File: src/rtl/key_conditioner_if.sv
// Key conditioner signal bundle: the raw pin going in, the conditioned
// level, strobes and toggle latch coming out.
interface key_conditioner_if;
    logic btn_in;
    logic level;
    logic press_pulse;
    logic release_pulse;
    logic long_pulse;
    logic toggle;

    // Whoever owns the pin and consumes the conditioned outputs.
    modport master (
        output btn_in,
        input  level,
        input  press_pulse,
        input  release_pulse,
        input  long_pulse,
        input  toggle
    );

    // The conditioner itself.
    modport slave (
        input  btn_in,
        output level,
        output press_pulse,
        output release_pulse,
        output long_pulse,
        output toggle
    );
endinterface

File: src/rtl/key_conditioner.sv
// key_conditioner: one push-button pin -> synchronised, debounced level with
// press/release strobes, a long-press strobe and a press-toggled latch.
// Every output is a flop. Each strobe lasts exactly one clock.
module key_conditioner #(
    parameter int DEBOUNCE_CYCLES = 200000,   // stable samples to accept a change (>=2)
    parameter int HOLD_CYCLES     = 10000000, // edges after press_pulse for long_pulse (>=1)
    parameter bit ACTIVE_LOW      = 1'b1      // 1: pin reads 0 while pressed
) (
    input  logic               clk,
    input  logic               reset,
    key_conditioner_if.slave   bus
);

    localparam int DB_W   = $clog2(DEBOUNCE_CYCLES + 1);
    localparam int HOLD_W = $clog2(HOLD_CYCLES + 1);

    localparam logic [DB_W-1:0]   DB_ONE    = DB_W'(1);
    localparam logic [DB_W-1:0]   DB_LAST   = DB_W'(DEBOUNCE_CYCLES - 1);
    localparam logic [HOLD_W-1:0] HOLD_LAST = HOLD_W'(HOLD_CYCLES - 1);
    localparam logic [HOLD_W-1:0] HOLD_MAX  = HOLD_W'(HOLD_CYCLES);

    typedef enum logic [1:0] {
        IDLE,
        PRESS_WAIT,
        HELD,
        REL_WAIT
    } state_t;

    state_t              state_reg;
    logic                sync1_reg;
    logic                sync2_reg;
    logic [DB_W-1:0]     db_cnt_reg;
    logic [HOLD_W-1:0]   hold_cnt_reg;
    logic                level_reg;
    logic                press_pulse_reg;
    logic                release_pulse_reg;
    logic                long_pulse_reg;
    logic                toggle_reg;

    // Normalised pressed flag: 1 means pressed regardless of pin polarity.
    logic s;
    // Release is being accepted on this edge; it wins over a long press.
    logic release_accept;
    // The key counts as held (hold timer running) in these two states.
    logic hold_active;

    assign s              = sync2_reg ^ ACTIVE_LOW;
    assign release_accept = (state_reg == REL_WAIT) && !s && (db_cnt_reg == DB_LAST);
    assign hold_active    = (state_reg == HELD) || (state_reg == REL_WAIT);

    // Two-flop synchroniser; resets to the pin's released level so that a
    // key held through reset is seen as a fresh press afterwards.
    always_ff @(posedge clk or posedge reset) begin
        if (reset) begin
            sync1_reg <= ACTIVE_LOW;
            sync2_reg <= ACTIVE_LOW;
        end else begin
            sync1_reg <= bus.btn_in;
            sync2_reg <= sync1_reg;
        end
    end

    // Debounce FSM with registered level, strobes, toggle latch and hold timer.
    always_ff @(posedge clk or posedge reset) begin
        if (reset) begin
            state_reg         <= IDLE;
            db_cnt_reg        <= '0;
            hold_cnt_reg      <= '0;
            level_reg         <= 1'b0;
            press_pulse_reg   <= 1'b0;
            release_pulse_reg <= 1'b0;
            long_pulse_reg    <= 1'b0;
            toggle_reg        <= 1'b0;
        end else begin
            // Strobes fall back to zero unless re-asserted below.
            press_pulse_reg   <= 1'b0;
            release_pulse_reg <= 1'b0;
            long_pulse_reg    <= 1'b0;

            // Hold timer counts from the press strobe and saturates one past
            // the firing value, so long_pulse can only fire once per press.
            if (hold_active) begin
                if (hold_cnt_reg != HOLD_MAX) begin
                    hold_cnt_reg <= hold_cnt_reg + HOLD_W'(1);
                end
                if ((hold_cnt_reg == HOLD_LAST) && !release_accept) begin
                    long_pulse_reg <= 1'b1;
                end
            end

            case (state_reg)
                IDLE: begin
                    if (s) begin
                        state_reg  <= PRESS_WAIT;
                        db_cnt_reg <= DB_ONE;
                    end
                end
                PRESS_WAIT: begin
                    if (!s) begin
                        // Bounce: drop back silently.
                        state_reg <= IDLE;
                    end else if (db_cnt_reg == DB_LAST) begin
                        state_reg       <= HELD;
                        level_reg       <= 1'b1;
                        press_pulse_reg <= 1'b1;
                        toggle_reg      <= ~toggle_reg;
                        hold_cnt_reg    <= '0;
                    end else begin
                        db_cnt_reg <= db_cnt_reg + DB_W'(1);
                    end
                end
                HELD: begin
                    if (!s) begin
                        state_reg  <= REL_WAIT;
                        db_cnt_reg <= DB_ONE;
                    end
                end
                REL_WAIT: begin
                    if (s) begin
                        // Release bounce: still held, hold timer keeps running.
                        state_reg <= HELD;
                    end else if (db_cnt_reg == DB_LAST) begin
                        state_reg         <= IDLE;
                        level_reg         <= 1'b0;
                        release_pulse_reg <= 1'b1;
                    end else begin
                        db_cnt_reg <= db_cnt_reg + DB_W'(1);
                    end
                end
                default: begin
                    state_reg <= IDLE;
                end
            endcase
        end
    end

    assign bus.level         = level_reg;
    assign bus.press_pulse   = press_pulse_reg;
    assign bus.release_pulse = release_pulse_reg;
    assign bus.long_pulse    = long_pulse_reg;
    assign bus.toggle        = toggle_reg;

endmodule

File: src/flat_wrapper.sv
// flat-port wrapper written by rule: the top's interface ports become plain ports
module key_conditioner_flat 
#(
    parameter int DEBOUNCE_CYCLES = 200000,                                             
    parameter int HOLD_CYCLES     = 10000000,                                                
    parameter bit ACTIVE_LOW      = 1'b1                                     
)
  (clk, reset, bus_btn_in, bus_level, bus_press_pulse, bus_release_pulse, bus_long_pulse, bus_toggle);
  key_conditioner_if bus_i ();
  input  logic clk;
  input  logic reset;
  input wire logic [$bits(bus_i.btn_in)-1:0] bus_btn_in;
  output wire logic [$bits(bus_i.level)-1:0] bus_level;
  output wire logic [$bits(bus_i.press_pulse)-1:0] bus_press_pulse;
  output wire logic [$bits(bus_i.release_pulse)-1:0] bus_release_pulse;
  output wire logic [$bits(bus_i.long_pulse)-1:0] bus_long_pulse;
  output wire logic [$bits(bus_i.toggle)-1:0] bus_toggle;
  assign bus_i.btn_in = bus_btn_in;
  assign bus_level = bus_i.level;
  assign bus_press_pulse = bus_i.press_pulse;
  assign bus_release_pulse = bus_i.release_pulse;
  assign bus_long_pulse = bus_i.long_pulse;
  assign bus_toggle = bus_i.toggle;
  key_conditioner #(.DEBOUNCE_CYCLES(DEBOUNCE_CYCLES), .HOLD_CYCLES(HOLD_CYCLES), .ACTIVE_LOW(ACTIVE_LOW)) u_core (.clk(clk), .reset(reset), .bus(bus_i));
endmodule
File: config.mk
export PLATFORM = sky130hd
export DESIGN_NAME = key_conditioner_flat
export DESIGN_NICKNAME = d
export VERILOG_FILES = /design/src/rtl/key_conditioner_if.sv /design/src/rtl/key_conditioner.sv /design/src/flat_wrapper.sv
export SDC_FILE = /design/constraint.sdc
export NUM_CORES = 1
export LEC_CHECK = 0
export ABC_CLOCK_PERIOD_IN_PS = 2700
export CAP_MARGIN = 0
export CORE_ASPECT_RATIO = 1.5
export CORE_MARGIN = 5
export CORE_UTILIZATION = 43
export DETAILED_ROUTE_END_ITERATION = 7
export GPL_ROUTABILITY_DRIVEN = 0
export PLACE_DENSITY = 0.59
export SYNTH_ARGS = -nofsm -noshare
export SYNTH_HDL_FRONTEND = slang
export SYNTH_SLANG_ARGS = --single-unit
File: constraint.sdc
create_clock -name clk -period 2.7 [get_ports clk]
set_input_delay 0.54 -clock clk [delete_from_list [all_inputs] [get_ports clk]]
set_output_delay 0.54 -clock clk [all_outputs]
set_load 0.02 [all_outputs]
**Selected gate families**

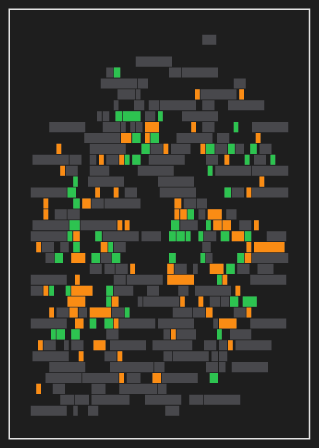
Orange is NOR gates, cells 68, most used nor2_1. Green is NAND gates, cells 56, most used nand2_1.

**Sequential cells coloured by netlist name**

Scale bar: 20 microns. Other sequential cells in the stronger grey, the rest of the logic in the fainter grey.
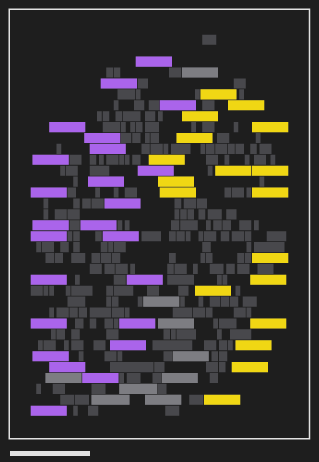
Yellow is u_core.db_cnt_reg, sequential cells 18. Purple is u_core.hold_cnt_reg, sequential cells 24.
Another 9 sequential cells are not coloured.

**Signal wires by layer**

Scale bar: 20 microns. Only two layers are drawn.
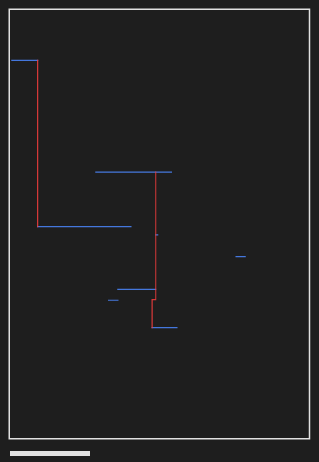
Blue is met3, wire length 69.0 microns. Red is met4, wire length 81.2 microns.

==> out/metrics.cfg <==
[status]
run_status=finished, final reports clean

[critical_path]
worst-path-buf-inv=1
reg_to_reg_setup_timing_slack_ns=0.53
crit_path_cell_trace=nand2_1 > nor3_2 > inv_1 > a2111oi_0
cp-end-kind=flop
crit_path_start_kind=flop
cp_top_family=simple AND/OR/NAND/NOR gates
crit_end=u_core.bus.long_pulse
worstPathMaxFanout=11

[power]
power.static_leakage_uw=0.00120
powerDensity_nw_per_um2=472
power_uw=1390

[floorplan]
std_cell_rows=35
chipWidth_microns=74.5
design.die.area_sq_um=7950
starting_utilization_of_the_core_area_pct=43.7

[hold_path]
hold_path_class=flop to flop
worst_hold_path_cells=0

[routing]
antenna_left=0
detailedRoute.firstPassIterationCount=4
drc_errors=0
vias=1948

[sta]
period_used_pct=80.2
grt_setup_unrepaired=false
final-setup-viol-count=0
setup_tns_ns=0
timing_hold_violations_final=0
finalWorstSetupSlack_ns=0.533

[yosys]
synth-warning-count=0
synth_cells=266
yosys-stat-area_sq_um=2680
synthTopCellsByArea=dfrtp_1 46%, xor2_1 6.2%, nor2_1 5.7%

[global_route]
gr-total-overflow=0
grt_max_degree=52
grt_first_pass_wirelength_mm=9.29
grt_pass1_vias=1980

[final_layout]
layout_top_cells=49 x dfrtp_1, 41 x nor2_1, 20 x nand2_1, 19 x xor2_1, 17 x nand4_1
area_growth_syn_to_layout_pct=9.57

[clock_tree]
cts_hold_buf=0
clkSinkCount=51
clockRootBuffer=clkbuf_8
ctsHtreeMaxLevel=2
cts_buffers=5
post_cts_repair_setup_buffers=0

[place]
dpl_worst_slack_ns=0.452
dpl.hpwl_mm=3.77

final cells by class:
class | instances | area (sq um)
timing repair buffer | 11 | 100
multi-input combinational | 198 | 1310
inverter | 10 | 37.5
sequential | 51 | 1280
clock inverter | 2 | 35.0
fill | 594 | 3190
tap | 74 | 92.6
clock buffer | 6 | 82.6
stage by stage:
| step | cell area, sq um | cells | util [%] | hold WS, ns |
|---|---|---|---|---|
| 5_1_grt | 2940 | 352 | 47.9 | 0.364 |
| 4_1_cts | 2940 | 352 | 47.9 | 0.361 |
| 2_1_floorplan | 2680 | 266 | - | 0.345 |
| 6_report | 2940 | 352 | 47.9 | 0.359 |
| 3_5_place_dp | 2820 | 344 | 46.0 | 0.347 |
| 3_3_place_gp | 2820 | 344 | 46.0 | 0.347 |
per-layer routing:
metal  GRT usage, %  wire (microns)  up-vias  share of wire (%)
li1               -               -      964                  -
met1           16.6            2190      968                 41
met2           27.4            2950       10                 56
met3           2.91              69        6                1.3
met4           5.22              81        0                1.5
met5              0               0        -                  0
Yosys cell counts, types with 2 or more instances:
cell and number:
ha_1 3, o211ai_1 3, clkbuf_1 2, nand3_1 15, o31ai_1 3, buf_6 3, nor4b_1 2, nor4_1 5
nor4b_2 2, dfstp_2 2, nor4_2 2, nor2_1 41, o21ai_0 4, or3_1 3, nor3_1 8, and3_1 4
inv_1 10, and4_1 4, nand2_1 20, and2_1 2, nand4_1 17, a21oi_1 4, nor4bb_1 2, xnor2_1 13
xor2_1 19, nor3_2 2, dfrtp_1 49
cells by family after synthesis:
logic type                 share of synthesized area (%)
muxes                                              0.560
and+or+nand+nor                                     30.4
xor gates and xnor gates                            11.5
AOI/OAI and AO/OA                                   5.04
DFF                                                 47.7
buffers and inverters                               3.41
adders and majority gates                           1.40
where the power goes:
group	internal [uW]	switching [uW]
logic	18.8	35.7
clock network	300	243
registers	775	13.2
total	1090	291
worst min path at each step:
stage,endpoint,slack [ns]
after floorplan,u_core.sync2_reg,0.35
after global placement,u_core.sync2_reg,0.35
after detailed placement,u_core.sync2_reg,0.35
after CTS,u_core.sync2_reg,0.36
after global routing,u_core.sync2_reg,0.36
final,u_core.sync2_reg,0.36
No activity file was given, so power comes from the tool's default toggle rates.
